Design lcd_text_formatter, sky130hd; sources not shown.
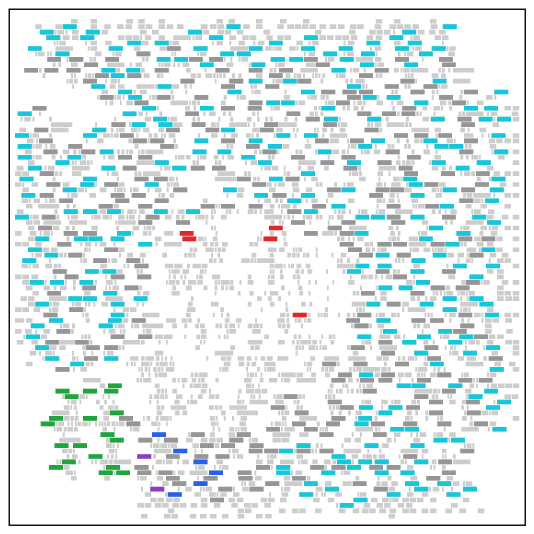
(run_1/flops_by_reg.png)
Scale: 2 px per um. Other sequential cells in the stronger gray, the rest of the logic in the fainter gray.
| signal | color | sequential cells |
|---|---|---|
| DISPLAY_DATA | cyan | 256 |
| snap_sec | blue | 6 |
| snap_mode | purple | 2 |
| idx | red | 5 |
| blink_cnt | green | 19 |
Seq power: 0.00213 W
post-layout util: 0.444
flop share of the area: 0.411

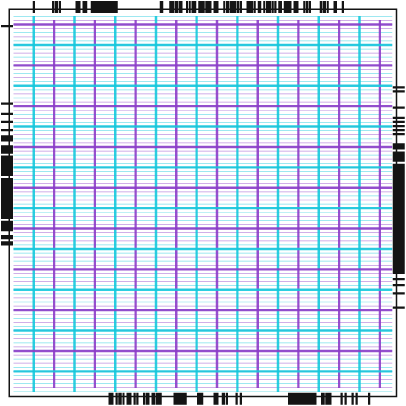
(run_1/power_grid.png)
Scale: 1.5 px per um. Pins as bars on the die edge.
| net | color |
|---|---|
| VDD | purple |
| VSS | cyan |
met5 straps: 18
signal pins: 295
Core Box Area: 63200 sq um
Peak VDD IR: 126 uV
Die H: 257 um

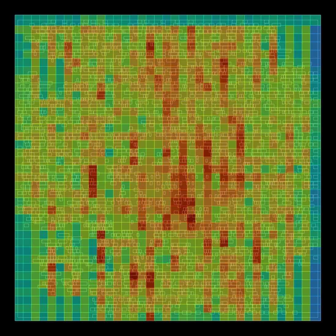
(run_1/congestion.png)
gr busiest metal: met2
met1 GRT Util: 0.281
met2 Use GR: 0.348
global-route usage over all layers: 0.210
M3 GR Usage: 0.0333

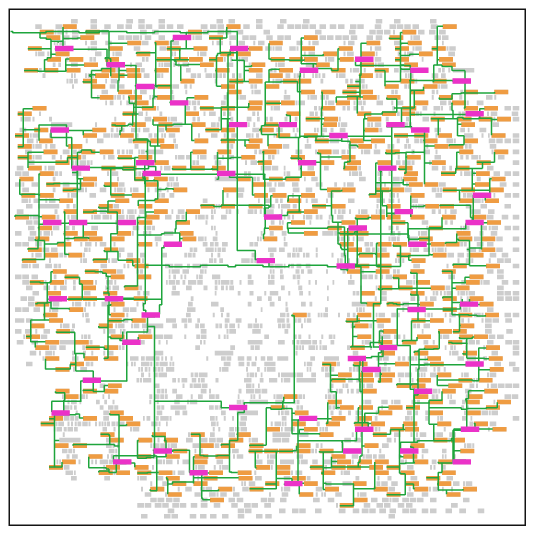
(run_1/clk_routes.png)
Scale: 2 px per um.
[clock drivers] magenta | count: 59
[clock wires] green | length: 7330 um
[flip-flops] orange | count: 576
flops lie: widely spread
routed clock nets: 60
P_clk: 0.00206 W
Clk pwr share: 0.433

==> metrics.cfg, run 1 <==
[outcome]
status=finished clean

[worst_setup_path]
path_cells=inv_1 > ha_1 > o21ai_1 > nor2_1 > a222oi_1 > nand2_1 > nand2b_1 > xnor2_1 > a211oi_2 > ha_1 > inv_1 > a221oi_4 > mux2_1 > nand2_1 > nand3_1 > a211oi_1 > nor2_4 > o32ai_1
cp_max_fo=22
crit_arrival_ns=6.47
max_stage_delay_ns=0.55
path_depth=18

[final_layout]
fin_cells=3496
n_sequential_cell=576
clockNetworkAreaShare=0.0733
layout_top_cells=dfxtp_1, nor2_1, mux2i_1, clkdlybuf4s50_1, nand2_1

[min_path]
hold_depth=2

[final_timing]
fin_tns_setup_ns=0
fin_crit_ns=6.10
whs_ns=0.281
setup_ws_ns=5.10
worstMarginPinSlew_ns=1.23
slew_viol_final=0

[synth]
netlist_area_sq_um=22400
postSynthSeqShare=0.514
ys_warn_count=6
ys_cells=2386
flop_cell=dfxtp_1

[cts]
cts_sinks=576

[place]
post_dp_cell_area_sq_um=26000
dpl.cell_count=3385

[global_route]
grt_start_max_net_pins=196

[floorplan]
dieArea_sq_um=66200
fp_util=0.355

[routing]
drt-met1-wl_um=32500
drtAntennaViolNets=0

run 1: kinds of logic (layout without fill, tap and decap cells):
logic type / count (synthesis) / in the layout / share of synthesized area
mux: 303 / 303 / 0.135
flops: 576 / 576 / 0.514
buf+inv: 208 / 459 / 0.0411
simple gates: 811 / 811 / 0.157
fa+ha+maj: 27 / 27 / 0.0151
other cells: 4 / 17 / 0.000669
compound gates: 435 / 435 / 0.129
xor+xnor: 22 / 22 / 0.00859
run 1: where the power goes:
group	internal (W)	switching, W	total, W
clock	0.00122	0.000840	0.00206
sequential	0.00209	0.0000418	0.00213
combinational	0.000210	0.000357	0.000567
total	0.00352	0.00124	0.00476
==> inputs of run 2 (changes only) <==
==> constraint.sdc (replaced) <==
create_clock -name CLK -period 5.9 [get_ports CLK]
set_clock_uncertainty 0.15 [all_clocks]
set_input_delay 1.18 -clock CLK [delete_from_list [all_inputs] [get_ports CLK]]
set_output_delay 1.18 -clock CLK [all_outputs]
set_load 0.02 [all_outputs]
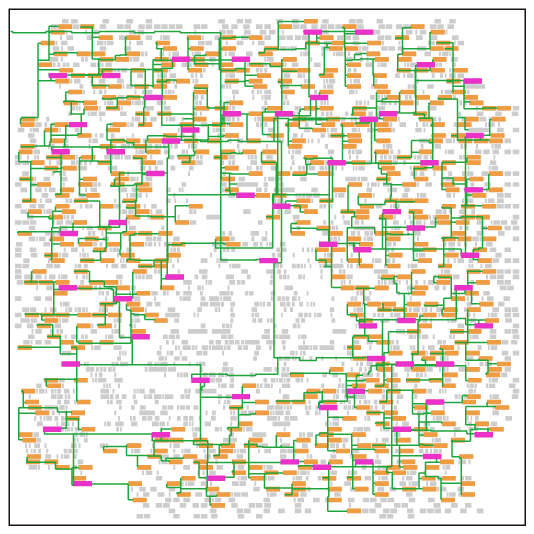
(run_2/clk_routes.png)
Scale: 2 px per um.
[flip-flops] orange | count: 576
[clock wires] green | length: 7480 um
[clock drivers] magenta | count: 61
flops lie: widely spread
Latency at later pin: 0.66 ns
Clk pwr share: 0.434
P_clk: 0.00395 W

==> run 2 against run 1 <==
Die size is the same. Combinational power grew 92%. Non-clock buffer count grew 18. Final cell count grew 0.43%. Highest routed layer unchanged.
==> metrics.cfg, run 2 <==
[outcome]
status=finished clean  ; unchanged

[global_route]
grt_use_total=0.211  ; was 0.210

[worst_setup_path]
path_cells=inv_1 > ha_2 > o21ai_1 > nor2_1 > a222oi_1 > nand2_2 > xnor2_1 > a211oi_2 > ha_1 > inv_1 > a221oi_4 > mux2_1 > nand2_1 > nand3_1 > a211oi_1 > nor2_4 > o32ai_1  ; was inv_1 > ha_1 > o21ai_1 > nor2_1 > a222oi_1 > nand2_1 > nand2b_1 > xnor2_1 > a211oi_2 > ha_1 > inv_1 > a221oi_4 > mux2_1 > nand2_1 > nand3_1 > a211oi_1 > nor2_4 > o32ai_1
max_stage_delay_ns=0.49  ; was 0.55 ns
path_depth=17  ; was 18
cp_max_fo=22  ; unchanged

[final_layout]
n_sequential_cell=576  ; unchanged
layout_top_cells=dfxtp_1, nor2_1, mux2i_1, clkdlybuf4s50_1, nand2_1  ; unchanged

[place]
dpl.cell_count=3405  ; was 3385
post_dp_cell_area_sq_um=26100  ; was 26000 sq um

[pwr]
p_seq_frac=0.446  ; was 0.448
power_leader=sequential cells  ; unchanged
swShare=0.258  ; was 0.260
peakVddDrop_uv=266  ; was 126 uV
p_int_w=0.00674  ; was 0.00352 W
pg_comb_w=0.00109  ; was 0.000567 W

[routing]
drtAntennaViolNets=0  ; unchanged

[synth]
ys_warn_count=6  ; unchanged
netlist_area_sq_um=22400  ; unchanged
simple_gate_share=0.157  ; unchanged

[final_timing]
fin_crit_ns=5.28  ; was 6.10 ns
fin_tns_setup_ns=0  ; unchanged
worstMarginPinSlew_ns=1.07  ; was 1.23 ns

[floorplan]
die_h_um=257  ; unchanged

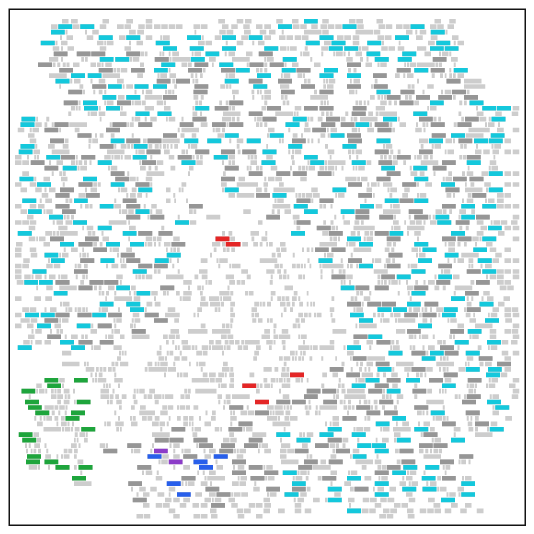
(run_2/flops_by_reg.png)
Scale: 2 px per um. Other sequential cells in the stronger gray, the rest of the logic in the fainter gray.
| signal | color | sequential cells |
|---|---|---|
| snap_sec | blue | 6 |
| blink_cnt | green | 19 |
| idx | red | 5 |
| snap_mode | purple | 2 |
| DISPLAY_DATA | cyan | 256 |
not colored: 288
post-layout util: 0.446
flop share of the area: 0.409
register area: 11500 sq um
Seq power: 0.00405 W

## run 2: cell counts after synthesis
Identical to the previous run, type by type.
## run 2: metrics by stage
stage | power, W | util | worst slack [ns] | hold slack [ns]
6_report | 0.00909 | 0.446 | 0.624 | 0.280
5_1_grt | 0.00944 | 0.446 | 0.179 | 0.307
4_1_cts | 0.00918 | 0.446 | 0.165 | 0.283
3_5_place_dp | 0.00523 | 0.413 | 0.204 | 0.272
3_3_place_gp | 0.00521 | 0.413 | 0.477 | 0.270
2_1_floorplan | 0.00484 | - | 1.43 | 0.259
## run 2: metal layers
layer  global-route usage  part of all wire  up-vias  routed length [um]
met3               0.0371             0.049       91                3530
met2                0.353              0.47      442               33700
met1                0.283              0.46     8605               32700
met4               0.0486             0.020        0                1430
met5                    0                 0        -                   0
li1                     -                 -     8739                   -
Power and IR drop assume default switching activity.
